--- src/rtl/bsg_mem_1r1w_one_hot_byte_ctrl.sv ---
// Request-side controller for a byte-masked, one-hot-addressed 1r1w register file:
// one-entry write buffer, one-hot encode, read forwarding and a registered read response.
module bsg_mem_1r1w_one_hot_byte_ctrl #(
  parameter int width_p       = 32,
  parameter int els_p         = 8,
  parameter int lg_els_lp     = (els_p > 1) ? $clog2(els_p) : 1,
  parameter int mask_width_lp = width_p >> 3
) (
  input  logic                     clk_i,
  input  logic                     reset_i,
  input  logic                     v_i,
  output logic                     ready_o,
  input  logic                     w_i,
  input  logic [lg_els_lp-1:0]     addr_i,
  input  logic [width_p-1:0]       data_i,
  input  logic [mask_width_lp-1:0] mask_i,
  output logic                     v_o,
  output logic [width_p-1:0]       data_o,
  input  logic                     yumi_i,
  output logic [els_p-1:0]         mem_w_v_o,
  output logic [width_p-1:0]       mem_w_data_o,
  output logic [mask_width_lp-1:0] mem_w_mask_o,
  output logic [els_p-1:0]         mem_r_v_o,
  input  logic [width_p-1:0]       mem_r_data_i
);

  // Handshake: a request is taken on any edge where v_i & ready_o; the response is
  // offered while v_o and retired on an edge where yumi_i is high.
  localparam logic [lg_els_lp:0] els_lp = (lg_els_lp + 1)'(els_p);

  logic                     wb_v;
  logic [lg_els_lp-1:0]     wb_addr;
  logic [width_p-1:0]       wb_data;
  logic [mask_width_lp-1:0] wb_mask;

  logic                     accept;
  logic                     w_accept;
  logic                     r_accept;
  logic                     addr_in_range;
  logic                     fwd_hit;
  logic [width_p-1:0]       merged_data;

  assign ready_o       = ~v_o | yumi_i;
  assign accept        = v_i & ready_o;
  assign w_accept      = accept & w_i;
  assign r_accept      = accept & ~w_i;
  assign addr_in_range = ({1'b0, addr_i} < els_lp);
  assign fwd_hit       = wb_v & (wb_addr == addr_i);

  assign mem_w_data_o = wb_data;
  assign mem_w_mask_o = wb_mask;

  // Write enables are masked during reset so a buffered write is dropped, not committed.
  always_comb begin
    mem_w_v_o = '0;
    mem_r_v_o = '0;
    for (int i = 0; i < els_p; i++) begin
      mem_w_v_o[i] = wb_v & ~reset_i & (wb_addr == lg_els_lp'(i));
      mem_r_v_o[i] = v_i & ~w_i & (addr_i == lg_els_lp'(i));
    end
  end

  // The buffered write lands at the same edge the read samples memory, so merge it here.
  always_comb begin
    merged_data = '0;
    for (int b = 0; b < mask_width_lp; b++) begin
      if (addr_in_range) begin
        merged_data[8*b +: 8] = (fwd_hit & wb_mask[b]) ? wb_data[8*b +: 8]
                                                       : mem_r_data_i[8*b +: 8];
      end
    end
  end

  always_ff @(posedge clk_i) begin
    if (reset_i) begin
      wb_v    <= 1'b0;
      wb_addr <= '0;
      wb_data <= '0;
      wb_mask <= '0;
      v_o     <= 1'b0;
      data_o  <= '0;
    end else begin
      wb_v <= w_accept;
      if (w_accept) begin
        wb_addr <= addr_i;
        wb_data <= data_i;
        wb_mask <= mask_i;
      end
      if (r_accept) begin
        v_o    <= 1'b1;
        data_o <= merged_data;
      end else if (yumi_i) begin
        v_o <= 1'b0;
      end
    end
  end

`ifndef SYNTHESIS
  always_ff @(posedge clk_i) begin
    if (!reset_i) begin
      assert (!(yumi_i && !v_o)) else $error("yumi_i asserted without v_o");
      assert (!(v_i && !w_i && !addr_in_range)) else $error("read address out of range");
    end
  end
`endif

endmodule

--- config.mk ---
export PLATFORM = sky130hd
export DESIGN_NAME = bsg_mem_1r1w_one_hot_byte_ctrl
export DESIGN_NICKNAME = d
export VERILOG_FILES = /design/src/rtl/bsg_mem_1r1w_one_hot_byte_ctrl.sv
export SDC_FILE = /design/constraint.sdc
export NUM_CORES = 1
export LEC_CHECK = 0
export ABC_AREA = 0
export CAP_MARGIN = 15
export CORE_MARGIN = 1
export CORE_UTILIZATION = 37
export DETAILED_ROUTE_END_ITERATION = 10
export MAX_ROUTING_LAYER = met4
export PLACE_DENSITY = 0.88
export SLEW_MARGIN = 10
export SYNTH_ARGS = -nofsm -noshare
export SYNTH_HDL_FRONTEND = slang
export SYNTH_SLANG_ARGS = --single-unit
export TNS_END_PERCENT = 50
--- constraint.sdc ---
create_clock -name clk_i -period 1.6 [get_ports clk_i]
set_input_delay 0.4 -clock clk_i [delete_from_list [all_inputs] [get_ports clk_i]]
set_output_delay 0.4 -clock clk_i [all_outputs]
set_load 0.02 [all_outputs]
==> flow_metrics.py, run 1 <==
# Generated from Yosys and OpenROAD reports
metrics = {
    "cells_and_area": {
        "final_cell_area_um2": 5860,
        "final_cells": 689,
        "num_antenna_cells": 0,
        "mi_logic_area_um2": 2140,
        "regArea_um2": 1470,
        "lay_top_cells": "nand2_1, nor2_1, dfxtp_1, clkdlybuf4s50_1, dlygate4sd2_1",
        "fill_cells": 696,
        "lay_top_count": "nand2_1",
        "areaGrowthSynthToFinish_pct": 77.5,
        "drive_gt1_frac": 0.291,
    },
    "clock_tree": {
        "cts_tree": "built",
        "hold_buffers": 0,
        "clkTransAtPathRegs_ns": 0.08,
        "cts_buffer_depth": 2,
        "htree_levels": 3,
        "clkLatencyLatePin_ns": 0.34,
        "cts_root_buf": "clkbuf_8",
    },
    "placed_design": {
        "dp.cells": 666,
        "hpwl_mm": 7.55,
        "port_buffers": 161,
        "post-place-ws_ns": -0.826,
        "place.gp.congestion": 0.808,
        "dpl-instance-area_um2": 5260,
    },
    "floorplan": {
        "ios": 162,
        "fp-utilization": 0.380,
        "die_y_um": 96.5,
        "core_region_area_um2": 8680,
        "die_w_um": 96.5,
    },
    "synth": {
        "ys_cells": 395,
        "syn_nets": 471,
        "yosys.cell_types.count": 27,
        "flop_cell": "dfxtp_1",
        "ys_warn_count": 0,
        "netlist_instances": 395,
        "synth_flops": 73,
        "edf_count": 0,
        "ys_area_um2": 3300,
        "netlist_area_um2": 3300,
    },
    "sta": {
        "rsz0062_at_grt": "yes",
        "layout_setup_ws_ns": -0.178,
        "timing.hold.ws_ns": 0.440,
        "maxSlewViolCount": 0,
        "finalCritPeriodShare": 1.11,
        "tightest_slew_ns": 1.06,
        "setup_viol": 30,
        "maxSlewHeadroom": 0.293,
        "fmax_ghz": 0.562,
        "min_period_ns": 1.78,
        "finalHoldViolCount": 0,
        "tns_ns": -1.42,
    },
    "pwr": {
        "powerSeq_mw": 2.00,
        "p_comb_frac": 0.230,
        "p_comb_mw": 1.01,
        "p_total_mw": 4.40,
        "power_density_nw_per_um2": 750,
        "vdd_drop_max_mv": 0.445,
        "clkPwrFrac": 0.315,
        "internal_power_mw": 3.15,
    },
    "routing": {
        "maxUsedRoutingLayer": "met4",
        "met3WireLength_um": 646,
        "wire_per_inst_um": 16.1,
        "via_count": 3557,
        "dr_wl_met2_mm": 5.85,
        "drt-met1-wl_mm": 4.41,
        "first_pass_iters": 4,
        "wirelength_mm": 11.1,
        "ant_nets": 0,
        "drc": 0,
    },
    "global_route": {
        "grt_max_degree": 74,
        "grt_pass1_vias": 3355,
        "grt_remaining_overflow": 0,
        "grt_pass1_wl_mm": 16.1,
        "antenna_found_initial": 0,
        "grtUsageTotal": 0.233,
    },
    "worst_setup_path": {
        "setup.worst_path.end": "mem_w_v_o[0]",
        "reg2reg_depth": 8,
        "rr_endpoint": "data_o[23]$_SDFFE_PP0P_",
        "r2r_slack_ns": -0.08,
        "crit_start": "wb_v$_SDFF_PP0_",
        "r2r-start": "wb_addr[1]$_SDFFE_PP0P_",
        "endpoint_kind": "output port",
        "worstSetupPathType": "flip-flop to output port",
    },
    "job": {
        "cap_violations": 0,
        "warnings": 29,
    },
    "hold_path": {
        "holdCritStartpoint": "addr_i[0]",
        "whs_path_depth": 3,
        "min_delay_worst_endpoint": "wb_addr[0]$_SDFFE_PP0P_",
        "hold_path_class": "input pin to flip-flop",
    },
    "run_status": {
        "run_status": "complete, but fails checks",
        "violations": "setup timing",
    },
}
-- run 1: synth_stat cells, types with 2 or more instances --
| master | n | area (µm²) |
|---|---|---|
| nand2_1 | 85 | 319 |
| nor2_1 | 77 | 289 |
| dfxtp_1 | 73 | 1460 |
| a21oi_1 | 40 | 200 |
| nor3_1 | 30 | 150 |
| a2111oi_2 | 26 | 390 |
| clkbuf_1 | 13 | 48.8 |
| buf_2 | 11 | 55.1 |
| a2111oi_1 | 6 | 60.1 |
| nor3_2 | 6 | 60.1 |
| buf_6 | 4 | 45.0 |
| nand2b_1 | 4 | 25.0 |
| nand4b_2 | 3 | 45.0 |
| xnor2_2 | 3 | 48.8 |
| buf_1 | 2 | 7.51 |
-- run 1: critical path, cell delays in order (launching register included) --
cell,delay (ns)
dfxtp_2,0.33
or3b_4,0.44
nor3_4,0.14
buf_6,0.14
-- run 1: sequential cells by signal, indices dropped and copies added (netlist names) --
register,flops
data_o,32
mem_w_data_o,32
mem_w_mask_o,4
wb_addr,3
v_o,1
wb_v,1
-- run 1: metal layers --
| layer | track usage | vias to the layer above |
|---|---|---|
| li1 | - | 1717 |
| met5 | - | - |
| met3 | 0.0415 | 20 |
| met1 | 0.278 | 1702 |
| met2 | 0.396 | 118 |
| met4 | 0.0797 | 0 |
-- run 1: layout make-up --
type,count,share of cell area
clock inverters,2,0.00171
clock buffers,14,0.0312
inverters,1,0.000640
multi-input cells,290,0.365
repair buffers,201,0.328
well taps,108,0.0231
flip-flops and latches,73,0.250
-- run 1: kinds of logic after synthesis --
family,synth area share
buf+inv,0.0500
compound gates,0.197
flops,0.443
xor+xnor,0.0148
simple gates,0.296
-- run 1: what timing repair did --
action / in CTS / in global routing
gates cloned: 0 / 1
gates resized: 195 / 52
setup endpoints to repair: 118 / 46
pin swaps: 6 / 6
buffers inserted: 2 / 4
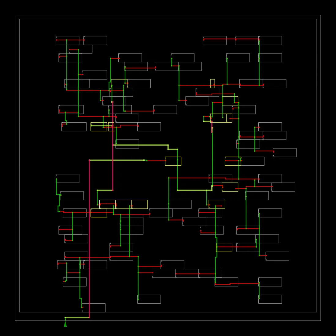
Fig. 1. Clock nets (run 1).
Setup Skew: 0.00690 ns
final-layout clock buffer total: 14
registers: 73
CTS sink cnt: 73
TritonCTS Buffers: 9

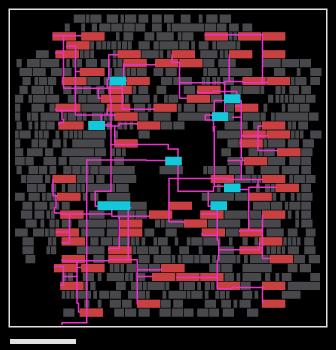
Fig. 2. Clock network drawn from the DEF (run 1).
The bar under the picture is 20 µm long.
Key: cyan = clock-net drivers [count 9]; magenta = clock wires [length 932 µm]; red = flip-flops [count 73]
Position of the flops: spread over the die. There are 10 routed clock nets.

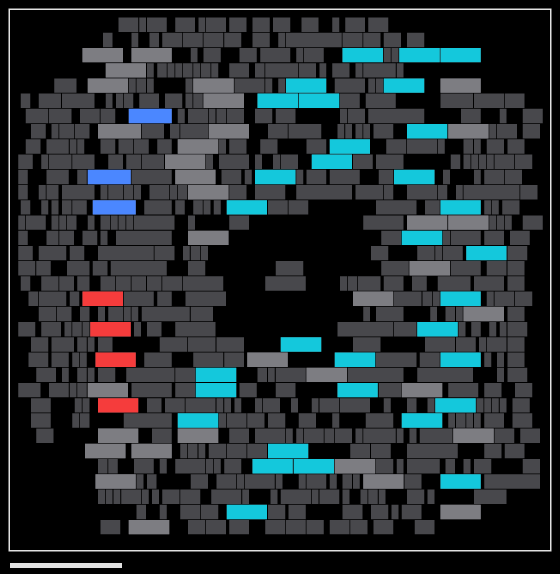
Fig. 3. Sequential cells coloured by netlist name (run 1).
The bar under the picture is 20 µm long.
Key: red = mem_w_mask_o [flops 4]; blue = wb_addr [flops 3]; cyan = data_o [flops 32]
Another 34 sequential cells are not coloured.

==> run 2: changes to the inputs <==
HOLD_SLACK_MARGIN = 0.03   (was not set)
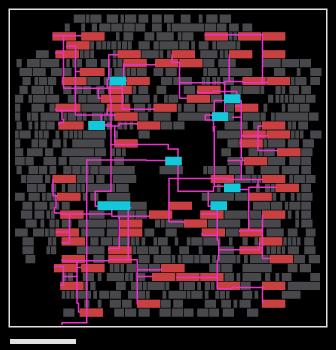
Fig. 4. Clock network drawn from the DEF (run 2).
The bar under the picture is 20 µm long.
Key: magenta = clock wires [length 932 µm]; cyan = clock-net drivers [count 9]; red = flip-flops [count 73]
Position of the flops: spread over the die. There are 10 routed clock nets.

==> run 2 against run 1 <==
Largest power group unchanged. Clock power hardly changed. Synthesized cell count did not move. Setup slack stayed put. Die size unchanged. The flow still finishes with violations (setup timing).
==> flow_metrics.py, run 2 <==
# Generated from Yosys and OpenROAD reports
metrics = {
    "run_status": {
        "run_status": "complete, but fails checks",
        "violations": "setup timing",
    },
    "clock_tree": {
        "clkLatencyLatePin_ns": 0.34,
        "hold_buffers": 0,
        "cts-buffers-inserted": 9,
        "clock-sinks": 73,
        "cts_tree": "built",
        "cts_root_buf": "clkbuf_8",
        "htree_levels": 3,
        "clkTransAtPathRegs_ns": 0.08,
        "cts_buffer_depth": 2,
    },
    "floorplan": {
        "core_region_area_um2": 8680,
        "fp-utilization": 0.380,
        "die_w_um": 96.5,
        "die_area_um2": 9310,
        "fp-row-count": 34,
        "ios": 162,
        "die_y_um": 96.5,
    },
    "sta": {
        "rsz0062_at_grt": "yes",
        "layout_setup_ws_ns": -0.178,
        "finalHoldViolCount": 0,
        "skew_ns": 0.00690,
        "timing.hold.ws_ns": 0.440,
        "min_period_ns": 1.78,
        "setup_viol": 30,
        "maxSlewHeadroom": 0.293,
        "fmax_ghz": 0.562,
        "maxSlewViolCount": 0,
        "tightest_slew_ns": 1.06,
        "finalCritPeriodShare": 1.11,
        "tns_ns": -1.42,
    },
    "cells_and_area": {
        "lay_top_cells": "nand2_1, nor2_1, dfxtp_1, clkdlybuf4s50_1, dlygate4sd2_1",
        "num_antenna_cells": 0,
        "final_nets": 652,
        "final_cells": 689,
        "final_cell_area_um2": 5860,
        "drive_gt1_frac": 0.291,
        "areaGrowthSynthToFinish_pct": 77.5,
        "final_core_util": 0.675,
        "lay_top_count": "nand2_1",
        "fill_cells": 696,
    },
    "synth": {
        "syn_avg_cell_area_um2": 8.36,
        "synthTopCellsByCount": "nand2_1, nor2_1, dfxtp_1",
        "synthDominantCellAreaShare": 0.443,
        "synth_flops": 73,
        "ys_seq_share": 0.443,
        "yosysTopAreaCell": "dfxtp_1",
        "ys_cells": 395,
        "area_leaders": "dfxtp_1, a2111oi_2, nand2_1, nor2_1, a21oi_1",
        "syn_nets": 471,
        "async_flop_share": 0,
        "flop_cell": "dfxtp_1",
        "yosys.cell_types.count": 27,
        "ys_warn_count": 0,
        "post-synth-top-count-cell": "nand2_1",
        "netlist_instances": 395,
        "ys_area_um2": 3300,
        "edf_count": 0,
        "netlist_area_um2": 3300,
    },
    "placed_design": {
        "post-place-ws_ns": -0.826,
        "dpl-instance-area_um2": 5260,
        "place.gp.congestion": 0.808,
        "dp.cells": 666,
        "hpwl_mm": 7.55,
        "port_buffers": 161,
    },
    "worst_setup_path": {
        "path_cells": "or3b_4 -> nor3_4 -> buf_6",
        "critPathSlowestCell": "or3b_4",
        "critPathBufInv": 1,
        "startpoint_type": "flip-flop",
        "r2r-start": "wb_addr[1]$_SDFFE_PP0P_",
        "crit_required_ns": 1.20,
        "rr_endpoint": "data_o[23]$_SDFFE_PP0P_",
        "crit_start": "wb_v$_SDFF_PP0_",
        "endpoint_kind": "output port",
        "cp_top_family": "simple AND/OR/NAND/NOR gates",
        "worstSetupPathType": "flip-flop to output port",
        "reg2reg_depth": 8,
        "r2r_slack_ns": -0.08,
        "critPathMaxStageDelay_ns": 0.44,
        "worst-path-max-fanout": 4,
        "cp_data_arrival_time_ns": 1.38,
    },
    "routing": {
        "drc": 0,
        "drt_iter0_drc": 155,
        "first_pass_iters": 4,
        "routed_via_density": 5.16,
        "via_count": 3557,
        "wirelength_mm": 11.1,
        "wire_per_inst_um": 16.1,
        "ant_nets": 0,
    },
    "global_route": {
        "grt_max_degree": 74,
        "grtUsageTotal": 0.233,
        "antenna_found_initial": 0,
        "grt_pass1_vias": 3355,
        "grt_pass1_wl_mm": 16.1,
        "grt_remaining_overflow": 0,
    },
    "hold_path": {
        "hold_path_class": "input pin to flip-flop",
        "min_delay_worst_endpoint": "wb_addr[0]$_SDFFE_PP0P_",
        "holdCritStartpoint": "addr_i[0]",
        "whs_path_depth": 3,
    },
    "job": {
        "warnings": 29,
        "cap_violations": 0,
    },
    "pwr": {
        "vdd_drop_max_mv": 0.445,
        "power_density_nw_per_um2": 750,
        "p_leak_nw": 2.42,
        "p_total_mw": 4.40,
    },
}
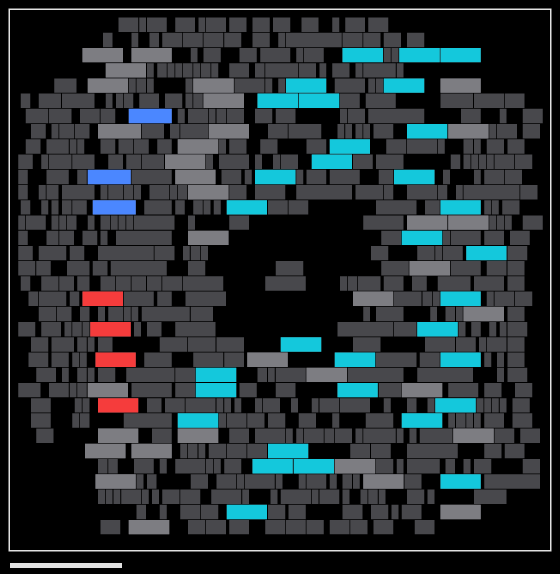
Fig. 5. Sequential cells coloured by netlist name (run 2).
The bar under the picture is 20 µm long.
Key: cyan = data_o [flops 32]; red = mem_w_mask_o [flops 4]; blue = wb_addr [flops 3]
Another 34 sequential cells are not coloured.

## run 2: cell counts after synthesis
No cell type changed its count.
## run 2: cell families (layout without fill, tap and decap cells)
family,Yosys count,after routing,synth area share
and+or+nand+nor,215,215,0.296
buffers and inverters,32,218,0.0500
AOI/OAI and AO/OA,72,72,0.197
xor gates and xnor gates,3,3,0.0148
DFF,73,73,0.443
## run 2: per-layer routing
metal,part of all wire,vias to the layer above,global-route usage
met5,0,-,-
met4,0.018,0,0.0797
met3,0.058,20,0.0415
met2,0.53,118,0.396
met1,0.40,1702,0.278
li1,-,1717,-
## run 2: layout make-up
| type | instances | area, µm² | area share |
|---|---|---|---|
| Multi-Input combinational cell | 290 | 2140 | 0.365 |
| Clock buffer | 14 | 183 | 0.0312 |
| Inverter | 1 | 3.75 | 0.000640 |
| Clock inverter | 2 | 10.0 | 0.00171 |
| Sequential cell | 73 | 1470 | 0.250 |
| Tap cell | 108 | 135 | 0.0231 |
| Timing Repair Buffer | 201 | 1920 | 0.328 |
## run 2: where the power goes
part | internal [mW] | total (mW) | switching, mW
clock | 0.730 | 1.38 | 0.655
combinational | 0.495 | 1.01 | 0.517
sequential | 1.92 | 2.00 | 0.0801
## run 2: what timing repair did
item | 4_1_cts | 5_1_grt
gates resized | 195 | 52
pin swaps | 6 | 6
setup buffers | 2 | 4
setup endpoints to repair | 118 | 46
gates cloned | 0 | 1
hold endpoints to repair | 0 | 0
## run 2: worst max path at each step
stage	to	depth (start not counted)
floorplan	mem_w_v_o[0]	3
global placement	mem_r_v_o[0]	5
detailed placement	mem_r_v_o[2]	5
CTS	mem_w_v_o[0]	3
global route	mem_w_v_o[0]	3
finish	mem_w_v_o[0]	3
Power figures rest on the tool's default switching activity, not on a simulated workload.
